File: config.mk
export PLATFORM = sky130hd
export DESIGN_NAME = extram_arbiter
export DESIGN_NICKNAME = d
export VERILOG_FILES = /design/src/rtl/extram_arbiter.sv
export SDC_FILE = /design/constraint.sdc
export NUM_CORES = 1
export LEC_CHECK = 0
export CORE_ASPECT_RATIO = 1.1
export CORE_MARGIN = 3
export CORE_UTILIZATION = 35
export CTS_CLUSTER_SIZE = 25
export DETAILED_ROUTE_END_ITERATION = 6
export PLACE_DENSITY = 0.7
export SLEW_MARGIN = 20
export SYNTH_ARGS = -nofsm -noshare
export SYNTH_HDL_FRONTEND = slang
export SYNTH_SLANG_ARGS = --single-unit
export TNS_END_PERCENT = 1
File: constraint.sdc
create_clock -name clk -period 1.9 [get_ports clk]
set_clock_uncertainty 0.15 [all_clocks]
set_input_delay 0.19 -clock clk [delete_from_list [all_inputs] [get_ports clk]]
set_output_delay 0.19 -clock clk [all_outputs]
set_load 0.02 [all_outputs]
File: src/rtl/extram_arbiter.sv
// extram_arbiter: two-port (CPU / DMA) round-robin arbiter and wait-state
// access sequencer for the byte-wide asynchronous external SRAM.
// Every output comes straight from a flop; there is no input-to-output path.
module extram_arbiter #(
  parameter int unsigned WAIT_STATES = 1
) (
  input  logic        clk,
  input  logic        nrst,
  // CPU external-RAM window
  input  logic        cpu_valid,
  input  logic        cpu_we,
  input  logic [15:0] cpu_addr,
  input  logic [7:0]  cpu_wdata,
  output logic        cpu_ready,
  output logic [7:0]  cpu_rdata,
  // DMA sector-buffer engine
  input  logic        dma_req,
  input  logic        dma_we,
  input  logic [15:0] dma_addr,
  input  logic [7:0]  dma_wdata,
  output logic        dma_ack,
  output logic [7:0]  dma_rdata,
  // SRAM pins
  output logic [15:0] extram_a,
  output logic [7:0]  extram_d_out,
  input  logic [7:0]  extram_d_in,
  output logic        extram_cs,
  output logic        extram_oe,
  output logic        extram_we,
  output logic        grant_dma
);

  typedef enum logic [1:0] {
    S_IDLE,
    S_ACCESS,
    S_DONE
  } state_t;

  localparam logic [3:0] WS_INIT = 4'(WAIT_STATES);

  state_t      r_state;
  state_t      w_state_nxt;

  logic [3:0]  r_ws_cnt;
  logic [3:0]  w_ws_cnt_nxt;
  logic        r_last_dma;
  logic        w_last_dma_nxt;
  logic        r_grant_dma;
  logic        w_grant_dma_nxt;
  logic [15:0] r_a;
  logic [15:0] w_a_nxt;
  logic [7:0]  r_d_out;
  logic [7:0]  w_d_out_nxt;
  logic        r_cs;
  logic        w_cs_nxt;
  logic        r_oe;
  logic        w_oe_nxt;
  logic        r_we;
  logic        w_we_nxt;
  logic        r_cpu_ready;
  logic        w_cpu_ready_nxt;
  logic        r_dma_ack;
  logic        w_dma_ack_nxt;
  logic [7:0]  r_cpu_rdata;
  logic [7:0]  w_cpu_rdata_nxt;
  logic [7:0]  r_dma_rdata;
  logic [7:0]  w_dma_rdata_nxt;

  logic        w_pick_dma;
  logic        w_acc_we;

  // State register
  always_ff @(posedge clk or negedge nrst) begin
    if (!nrst) begin
      r_state <= S_IDLE;
    end else begin
      r_state <= w_state_nxt;
    end
  end

  // Arbitration and sequencing; computes the next value of every registered
  // output so that the pins change on the same edge as the state.
  always_comb begin
    w_state_nxt     = r_state;
    w_ws_cnt_nxt    = r_ws_cnt;
    w_last_dma_nxt  = r_last_dma;
    w_grant_dma_nxt = r_grant_dma;
    w_a_nxt         = r_a;
    w_d_out_nxt     = r_d_out;
    w_cs_nxt        = r_cs;
    w_oe_nxt        = r_oe;
    w_we_nxt        = r_we;
    w_cpu_ready_nxt = 1'b0;
    w_dma_ack_nxt   = 1'b0;
    w_cpu_rdata_nxt = r_cpu_rdata;
    w_dma_rdata_nxt = r_dma_rdata;

    // DMA wins when it is alone, or on a tie when CPU was served last
    w_pick_dma = dma_req & (~cpu_valid | ~r_last_dma);
    w_acc_we   = w_pick_dma ? dma_we : cpu_we;

    unique case (r_state)
      S_IDLE: begin
        if (cpu_valid | dma_req) begin
          w_grant_dma_nxt = w_pick_dma;
          w_a_nxt         = w_pick_dma ? dma_addr  : cpu_addr;
          w_d_out_nxt     = w_pick_dma ? dma_wdata : cpu_wdata;
          w_cs_nxt        = 1'b1;
          w_oe_nxt        = ~w_acc_we;
          w_we_nxt        = w_acc_we;
          w_ws_cnt_nxt    = WS_INIT;
          w_state_nxt     = S_ACCESS;
        end
      end
      S_ACCESS: begin
        if (r_ws_cnt != '0) begin
          w_ws_cnt_nxt = r_ws_cnt - 4'd1;
        end else begin
          w_cs_nxt = 1'b0;
          w_oe_nxt = 1'b0;
          w_we_nxt = 1'b0;
          // r_oe marks a read; only the granted port's rdata is touched
          if (r_oe) begin
            if (r_grant_dma) begin
              w_dma_rdata_nxt = extram_d_in;
            end else begin
              w_cpu_rdata_nxt = extram_d_in;
            end
          end
          if (r_grant_dma) begin
            w_dma_ack_nxt = 1'b1;
          end else begin
            w_cpu_ready_nxt = 1'b1;
          end
          w_state_nxt = S_DONE;
        end
      end
      S_DONE: begin
        w_last_dma_nxt = r_grant_dma;
        w_state_nxt    = S_IDLE;
      end
      default: begin
        w_state_nxt = S_IDLE;
      end
    endcase
  end

  // Output and bookkeeping registers; reset leaves CPU as the first tie winner
  always_ff @(posedge clk or negedge nrst) begin
    if (!nrst) begin
      r_ws_cnt    <= '0;
      r_last_dma  <= 1'b1;
      r_grant_dma <= 1'b0;
      r_a         <= '0;
      r_d_out     <= '0;
      r_cs        <= 1'b0;
      r_oe        <= 1'b0;
      r_we        <= 1'b0;
      r_cpu_ready <= 1'b0;
      r_dma_ack   <= 1'b0;
      r_cpu_rdata <= '0;
      r_dma_rdata <= '0;
    end else begin
      r_ws_cnt    <= w_ws_cnt_nxt;
      r_last_dma  <= w_last_dma_nxt;
      r_grant_dma <= w_grant_dma_nxt;
      r_a         <= w_a_nxt;
      r_d_out     <= w_d_out_nxt;
      r_cs        <= w_cs_nxt;
      r_oe        <= w_oe_nxt;
      r_we        <= w_we_nxt;
      r_cpu_ready <= w_cpu_ready_nxt;
      r_dma_ack   <= w_dma_ack_nxt;
      r_cpu_rdata <= w_cpu_rdata_nxt;
      r_dma_rdata <= w_dma_rdata_nxt;
    end
  end

  assign cpu_ready    = r_cpu_ready;
  assign cpu_rdata    = r_cpu_rdata;
  assign dma_ack      = r_dma_ack;
  assign dma_rdata    = r_dma_rdata;
  assign extram_a     = r_a;
  assign extram_d_out = r_d_out;
  assign extram_cs    = r_cs;
  assign extram_oe    = r_oe;
  assign extram_we    = r_we;
  assign grant_dma    = r_grant_dma;

endmodule

Run 1, sequential cells grouped by signal name:
Scale bar: 20 µm. Other sequential cells in the stronger gray, the rest of the logic in the fainter gray.
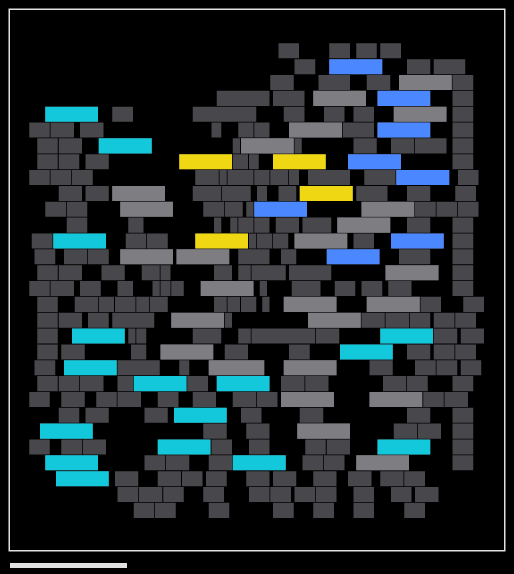
Key: yellow = r_ws_cnt [placed flops 4]; cyan = extram_a [placed flops 16]; blue = cpu_rdata [placed flops 8]
Another 25 sequential cells are not colored.

Run 1, cell classes on the final placement:
Fill, decap, tap and diode cells in gray.
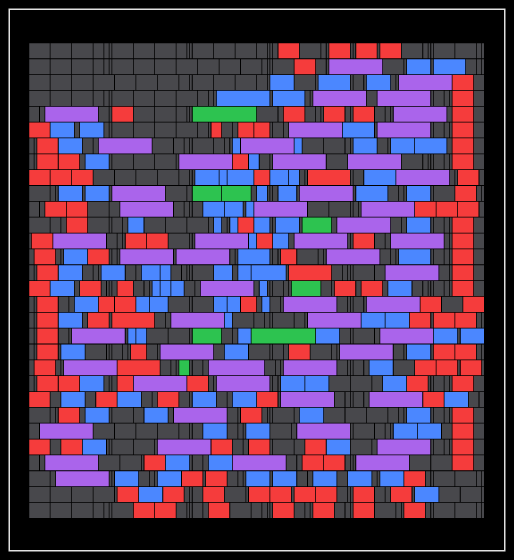
Key: purple = registers [cells 53, share of their area 35%]; green = clock drivers and dummy loads [cells 8, share of their area 3.5%]; blue = remaining logic cells [cells 107, share of their area 28%]; red = remaining buffers and delay cells [cells 124, share of their area 33%]

Run 1, clock network drawn from the DEF:
Scale bar: 20 µm.
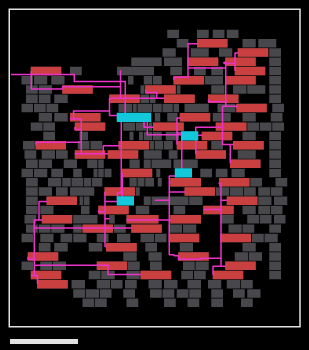
Key: magenta = clock wires [length 606 µm]; red = flip-flops [count 53]; cyan = clock-net drivers [count 5]
There are 6 routed clock nets. Position of the flops: all over the die.

==> flow_metrics.tcl, run 1 <==
# place-and-route summary
set metrics [dict create \
    p_sw_share_pct 34.15 \
    max_stage_delay_ns 0.40 \
    fin_util_pct 60.82 \
    clockBufferDepth 2 \
    ys_types 30 \
    io_pins 108 \
    grt_pass1_wl_um 9349 \
    ys_async_sr_fraction_pct 100.0 \
    via_count 1779 \
    worstSetupEndpointType "flop" \
    p_leak_nw 1.638 \
    dieArea_um2 7860 \
    max_cap_viol_count 0 \
    ys_sh_simple_pct 5.756 \
    synth-edff-count 0 \
    finalWorstSetupSlack_ns 0.02220 \
    vias_per_cell 4.782 \
    fin_nets 355 \
    clock_latency_ns 0.30 \
    grt_use_total_pct 14.61 \
    flop_cell "dfrtp_1" \
    grt_max_degree 37 \
    final_hold_viol_count 0 \
    p_total_mw 6.178 \
    ir_drop_mv 0.8943 \
    warning_count 29 \
    synth_warnings 0 \
    top_area_cell "dfrtp_1" \
    p_sw_mw 2.110 \
    gp_congestion 0.7901 \
    drtPass1Iterations 4 \
    pre_cts_ws_ns -0.07974 \
    coreArea_um2 6381 \
    status "finished, final reports clean" \
    dpl.hpwl_um 4113 \
]
-- run 1: flip-flops by register name (all words and copies together), names as in the netlist --
| name | flops |
|---|---|
| cpu_rdata | 8 |
| cpu_ready | 1 |
| dma_ack | 1 |
| dma_rdata | 8 |
| extram_a | 16 |
| extram_cs | 1 |
| extram_d_out | 8 |
| extram_oe | 1 |
| extram_we | 1 |
| grant_dma | 1 |
| r_last_dma | 1 |
| r_state | 2 |
| r_ws_cnt | 4 |
-- run 1: power groups by stage --
stage	Sequential [mW]	Combinational (mW)	Clock, mW
after floorplan	2.58	1.15	0
after global placement	2.00	3.21	0
after detailed placement	2.01	3.24	0
after CTS	2.00	3.35	0.911
after global routing	2.09	3.53	0.954
final	1.99	3.30	0.887
-- run 1: layer usage --
| metal | vias to the layer above | GRT usage [%] | routed length [µm] |
|---|---|---|---|
| met5 | - | 0 | 0 |
| met4 | 0 | 3.694 | 40 |
| met3 | 4 | 5.071 | 555 |
| met2 | 80 | 22.91 | 2521 |
| met1 | 852 | 19.35 | 2336 |
| li1 | 843 | - | - |
-- run 1: metrics by stage --
stage / cells / TNS, ns
4_1_cts: 372 / -0.2165
2_1_floorplan: 164 / 0
5_1_grt: 372 / -0.4084
3_5_place_dp: 361 / -1.672
3_3_place_gp: 361 / -1.100
6_report: 372 / 0
-- run 1: logic make-up after synthesis --
| logic type | count (synthesis) |
|---|---|
| muxes | 67 |
| DFF | 53 |
| and+or+nand+nor | 21 |
| AOI/OAI and AO/OA | 12 |
| buffers and inverters | 8 |
| adders and majority gates | 2 |
| xor gates and xnor gates | 1 |
-- run 1: path summary, 6_finish.rpt --
kind                             startpoint      endpoint  slack [ns]  cells past startpoint
min in group clk                  extram_cs     extram_cs        0.34                      1
max in group asynchronous              nrst    r_last_dma        0.78                      3
worst max-delay path            r_ws_cnt[0]  dma_rdata[2]        0.02                      6
worst min register to register    extram_cs     extram_cs        0.34                      1
worst max register to register  r_ws_cnt[0]  dma_rdata[2]        0.02                      6
worst min-delay path                   nrst  dma_rdata[4]        0.21                      2
-- run 1: timing repair --
action,4_1_cts,5_1_grt
resized,12,0
endpoints found under the setup margin,9,9
pin swaps,2,1
endpoints found under the hold margin,17,0
hold buffers,1,0
setup buffers,2,0
gates cloned,0,0
-- run 1: placed cells by master, fill, tap and decap left out, drive strengths merged --
master and instances:
a21boi 1, a21o 1, a21oi 1, a22o 2, a2bb2oi 1, a32o 1, and2b 1, and3 1
buf 17, bufinv 2, clkbuf 5, clkdlybuf4s50 106, clkinv 1, dfrtp 52, dfstp 1, dlygate4sd3 1
ha 2, inv 4, mux2 67, nand2 3, nand2b 1, nand4b 1, nor2 6, nor2b 2
nor3 3, nor3b 1, o21ai 3, o22ai 1, o2bb2ai 1, or2 1, or3b 1, xor2 1
-- run 1: layout make-up --
| class | instances | area, µm² | area share (%) |
|---|---|---|---|
| clock buffer | 5 | 68.82 | 1.773 |
| clock inverter | 3 | 65.06 | 1.676 |
| tap | 80 | 100.1 | 2.579 |
| sequential | 53 | 1328 | 34.20 |
| timing repair buffer | 124 | 1246 | 32.11 |
| inverter | 4 | 15.01 | 0.3868 |
| multi-input combinational | 103 | 1059 | 27.27 |
==> run 1 -> run 2 <==
--- a/config.mk
+++ b/config.mk
@@ -12,5 +12,5 @@
 export DETAILED_ROUTE_END_ITERATION = 6
 export PLACE_DENSITY = 0.7
-export SLEW_MARGIN = 20
+export SLEW_MARGIN = 10
 export SYNTH_ARGS = -nofsm -noshare
 export SYNTH_HDL_FRONTEND = slang
--- a/constraint.sdc
+++ b/constraint.sdc
@@ -3,3 +3,3 @@
 set_input_delay 0.19 -clock clk [delete_from_list [all_inputs] [get_ports clk]]
 set_output_delay 0.19 -clock clk [all_outputs]
-set_load 0.02 [all_outputs]
+set_load 0.05 [all_outputs]
Run 2, cell classes on the final placement:
Fill, decap, tap and diode cells in gray.
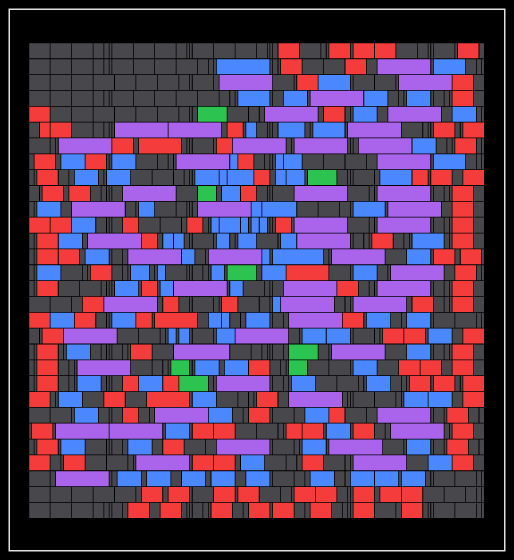
Key: green = clock drivers and dummy loads [cells 8, share of their area 2.5%]; red = remaining buffers and delay cells [cells 125, share of their area 33%]; blue = remaining logic cells [cells 107, share of their area 29%]; purple = registers [cells 53, share of their area 35%]

==> flow_metrics.tcl, run 2 <==
# place-and-route summary
set metrics [dict create \
    holdWs_ns 0.2230 \
    violations "setup timing" \
    finalWorstSetupSlack_ns -0.01645 \
    synth-edff-count 0 \
    chipHeight_um 92.69 \
    largest_reg_flops 16 \
    rr_worst_depth 6 \
    ir_drop_mv 0.9450 \
    worstSetupEndpointType "flop" \
    crit_required_ns 1.95 \
    final_hold_viol_count 0 \
    yosysSeqAreaShare_pct 55.52 \
    clock_latency_ns 0.30 \
    path_depth 6 \
    grt_pass1_wl_um 9735 \
    die_x_um 84.81 \
    clk_pin_slew_ns 0.10 \
    top_layer_used "met4" \
    ant_nets 0 \
    dieArea_um2 7860 \
    synth_warnings 0 \
    ys_types 30 \
    fin_crit_sh_pct 100.9 \
    status "finished, violations left" \
    lay_top_count "clkdlybuf4s50_1" \
    top_area_cell "dfrtp_1" \
    warning_count 29 \
    synth.avg_cell_area_um2 14.58 \
    path_max_fanout 8 \
    routed-wl-met2_um 2699 \
    met1_length_um 2411 \
    hp-class "primary input to async pin" \
    lay_top_cells "clkdlybuf4s50_1 (100), mux2_2 (59), dfrtp_1 (52), buf_4 (19), mux2_4 (8)" \
    cts_tree "done" \
    top_area_share_pct 54.42 \
    rsz0062_at_grt "true" \
    cts_buffers 5 \
    synth-area-yosys_um2 2391 \
    grt_max_degree 22 \
    dpl.hpwl_um 4343 \
    coreArea_um2 6381 \
    via_count 1817 \
    drtPass1Iterations 4 \
    cp.arrival_ns 1.97 \
    flop_cell "dfrtp_1" \
    final_layout_size_suffix_gt1_share_pct 38.23 \
    synthTopCellsByCount "mux2_2 (67), dfrtp_1 (52), nor2_1 (5)" \
    io_pins 108 \
    grt_use_total_pct 15.40 \
    ys_async_sr_fraction_pct 100.0 \
    wl_per_cell_um 15.50 \
    setup-violations-final 8 \
    p_leak_nw 1.637 \
    routed-wl-met3_um 588 \
    critPathBufInv 2 \
    crit_path_start_kind "flop" \
    fill_cells 559 \
    cts_root_buffer "clkbuf_8" \
    gp_congestion 0.7632 \
    drtIter0Drc 32 \
    vias_per_cell 4.871 \
    fin_nets 356 \
    max_stage_delay_ns 0.40 \
    clockBufferDepth 2 \
    worst_pin_slew_ns 0.5250 \
    max_cap_viol_count 0 \
]
==> run 2: cell families (layout without fill, tap and decap cells) <==
family                     Yosys count  in the layout  synth area share [%]
DFF                                 53             53                 55.52
and+or+nand+nor                     21             21                 5.757
adders and majority gates            2              2                 1.046
AOI/OAI and AO/OA                   12             12                 3.768
muxes                               67             67                 31.55
buffers and inverters                8            137                 1.988
xor gates and xnor gates             1              1                0.3664
==> run 2: final timing paths <==
check	startpoint	endpoint	slack, ns
setup / recovery	r_ws_cnt[1]	dma_rdata[6]	-0.02
min in group clk	extram_cs	extram_cs	0.35
setup reg to reg	r_ws_cnt[1]	dma_rdata[6]	-0.02
max in group asynchronous	nrst	r_last_dma	0.81
hold reg to reg	extram_cs	extram_cs	0.35
hold / removal	nrst	r_ws_cnt[2]	0.22
==> run 2: power by group <==
group	switching [mW]	total [mW]	internal, mW
logic	2.57	4.41	1.84
registers	0.327	2.01	1.68
clock network	0.387	0.656	0.269
==> run 2: metal layers <==
metal	GRT usage [%]	vias to the layer above
met3	5.783	8
met2	24.74	80
met4	4.222	0
met1	19.48	881
met5	0	-
li1	-	848
==> run 2: stage by stage <==
step	total power [mW]	TNS [ns]	cells	utilization, %	worst slack (ns)
floorplan	4.819	0	164	-	0.0009195
global placement	6.282	-1.453	362	57.55	-0.07874
detailed placement	6.341	-1.923	362	57.55	-0.08978
CTS	7.141	-0.3377	373	60.24	-0.04383
global route	7.456	-0.4463	373	60.31	-0.05785
finish	7.074	-0.1055	373	60.31	-0.01645
==> run 2: area by class of cell <==
type / instances / area, µm² / area share (%)
tap: 80 / 100.1 / 2.601
inverter: 4 / 15.01 / 0.3901
sequential: 53 / 1328 / 34.49
timing repair buffer: 125 / 1239 / 32.18
multi-input combinational: 103 / 1072 / 27.86
clock buffer: 5 / 68.82 / 1.788
clock inverter: 3 / 26.28 / 0.6827
==> run 2: timing repair <==
| item | CTS | global route |
|---|---|---|
| pin swaps | 3 | 1 |
| resized | 13 | 1 |
| setup buffers | 2 | 0 |
| hold buffers | 1 | 0 |
| endpoints found under the hold margin | 17 | 0 |
| setup endpoints to repair | 16 | 18 |
==> run 2 -> run 3 <==
ABC_AREA = 1   (was not set)
PLACE_DENSITY = 0.68   (was 0.7)
Run 3, signal wires by layer:
Scale bar: 20 µm. Only two layers are drawn.
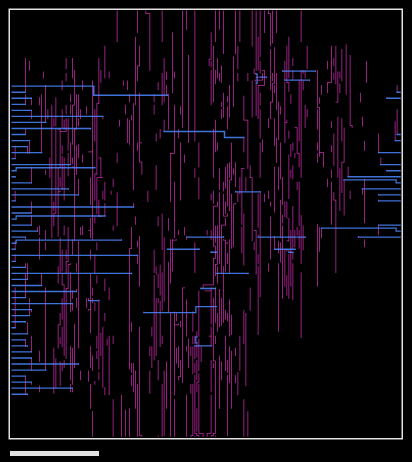
Key: magenta = M2 [wire length 3220 µm]; blue = M3 [wire length 655 µm]

==> flow_metrics.tcl, run 3 <==
# place-and-route summary
set metrics [dict create \
    status "finished, final reports clean" \
    synthTopCellsByCount "nand2_1 (174), dfrtp_1 (52), nand3_1 (32)" \
    die_x_um 88.16 \
    ys_types 25 \
    chipHeight_um 96.38 \
    rsz0062_at_grt "false" \
    hp-class "primary input to async pin" \
    crit_path_start_kind "flop" \
    grt_pass1_wl_um 11160 \
    p_sw_mw 3.661 \
    final_layout_size_suffix_gt1_share_pct 9.361 \
    pwr-share-clk_pct 10.9 \
    max_cap_viol_count 0 \
    max_stage_delay_ns 0.82 \
    mi_logic_area_um2 1131 \
    clock_latency_ns 0.31 \
    fin_nets 501 \
    flop_cell "dfrtp_1" \
    cp.arrival_ns 1.52 \
    holdWs_ns 0.1671 \
    wl_per_cell_um 12.89 \
    lay_top_cells "nand2_1 (174), clkdlybuf4s50_1 (95), dfrtp_1 (52), nand3_1 (32), o21ai_0 (17)" \
    worst_pin_slew_ns 0.5165 \
    synth-edff-count 0 \
    lay_top_count "nand2_1" \
    pre_cts_ws_ns 0.07519 \
    dieArea_um2 8496 \
    final_hold_viol_count 0 \
    finalWorstSetupSlack_ns 0.04491 \
    p_total_mw 7.107 \
    drtPass1Iterations 6 \
    io_pins 108 \
    seqCellArea_um2 1328 \
    cts_buffers 5 \
    synth_warnings 0 \
    seq_power_share_pct 28.4 \
    ir_drop_mv 0.6517 \
    p_leak_nw 1.936 \
    p_sw_share_pct 51.52 \
    path_max_fanout 2 \
    crit_required_ns 1.56 \
    internal_power_mw 3.446 \
    critPathBufInv 1 \
    tns_ns 0 \
    cts_tree "done" \
    top_area_cell "dfrtp_1" \
    cts_setup_buffers 0 \
    yosysSeqAreaShare_pct 51.08 \
    combPwrFrac_pct 60.7 \
    via_count 2486 \
]
run 3: cell count changes in the layout (fill, tap and decap cells not counted), sizes merged, moves of 2 or more:
cell           change
nor2               +5
nor2b              -2
clkdlybuf4s50      -5
a22o               -2
nor3               -3
mux2              -67
nand2            +176
o21ai             +15
buf                -6
inv                +6
dlymetal6s2s       +2
nand3             +34
run 3: layout make-up:
cell class | count | area share [%]
well taps | 85 | 2.762
inverters | 11 | 1.137
repair buffers | 116 | 29.37
flip-flops and latches | 53 | 34.47
clock buffers | 6 | 1.884
clock inverters | 2 | 1.007
multi-input cells | 250 | 29.37
run 3: kinds of logic (layout without fill, tap and decap cells):
family	after synthesis	in the layout	share of synthesized area, %
buffers and inverters	23	135	5.392
flip-flops	53	53	51.08
adder cells (fa/ha/maj)	2	2	0.9628
XOR/XNOR	1	1	0.3371
AND/OR/NAND/NOR	226	226	37.70
AND-OR/OR-AND	21	21	4.526
run 3: repair_timing:
action | in CTS | in global routing
setup endpoints to repair | 0 | 2
resized | 0 | 2
hold endpoints to repair | 16 | 0
hold buffers | 1 | 0
run 3: power groups by stage:
stage	clock (mW)	sequential (mW)	combinational, mW
floorplan	0	3.59	1.37
global placement	0	2.03	4.30
detailed placement	0	2.03	4.36
CTS	0.795	2.03	4.36
global route	0.840	2.09	4.65
finish	0.774	2.02	4.31
run 3: per-layer routing:
metal	share of wire, %	track usage, %	wire length [µm]	vias to the layer above
met4	1.1	4.156	74	0
met3	9.7	6.446	654	6
met1	41	20.12	2794	1131
met5	0	0	0	-
li1	-	-	-	1251
met2	48	27.74	3216	98
run 3: through the flow:
stage | cells | utilization (%) | instance area (µm²)
after floorplan | 326 | - | 2599
after global placement | 514 | 52.26 | 3725
after detailed placement | 514 | 52.26 | 3725
after CTS | 523 | 53.97 | 3846
after global routing | 523 | 54.04 | 3851
final | 523 | 54.04 | 3851
run 3: final timing paths:
kind / startpoint / end / slack [ns] / cells after the start
min reg2reg: extram_cs / extram_cs / 0.33 / 2
min: nrst / extram_a[4] / 0.17 / 2
max in group asynchronous: nrst / r_ws_cnt[2] / 0.78 / 3
min in group clk: extram_d_in[6] / cpu_rdata[6] / 0.29 / 3
max reg2reg: r_ws_cnt[0] / cpu_rdata[7] / 0.29 / 5
max: extram_a[1] / extram_a[1] / 0.04 / 1

==> screenshots <==
The clock network.
image #1
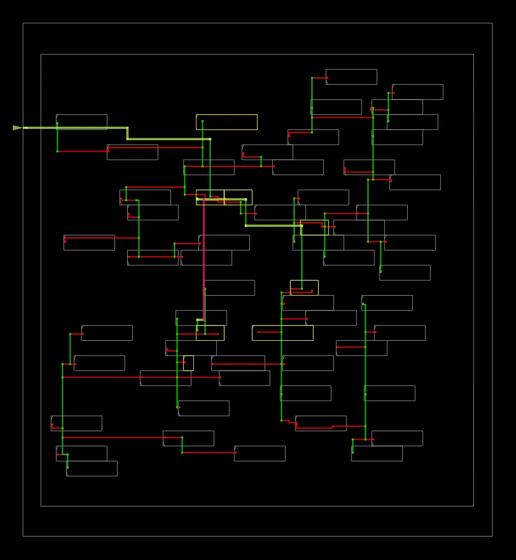
image #2
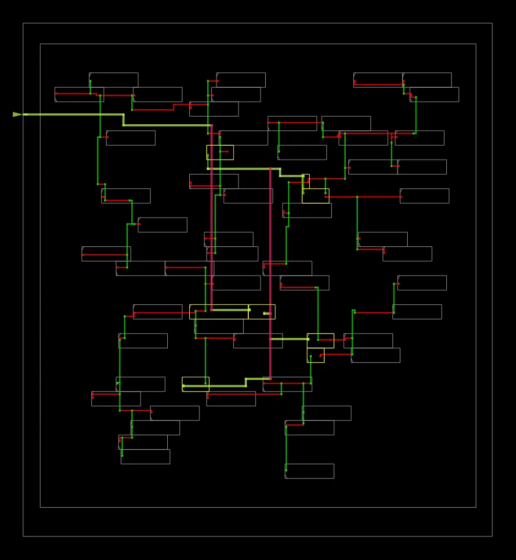
image #3
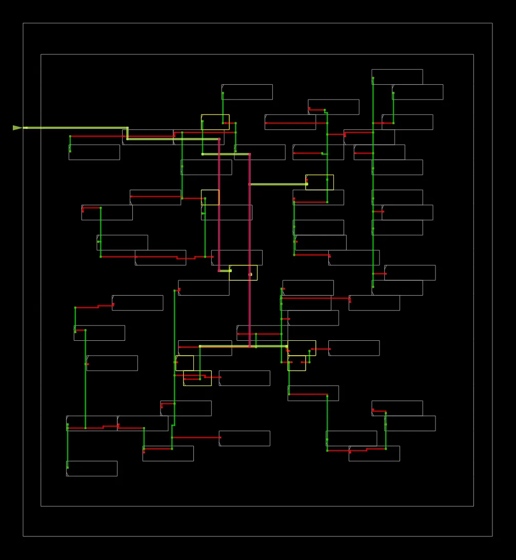
- image #3 = run 2
- image #2 = run 3
- image #1 = run 1

No activity file was given, so power comes from the tool's default toggle rates.
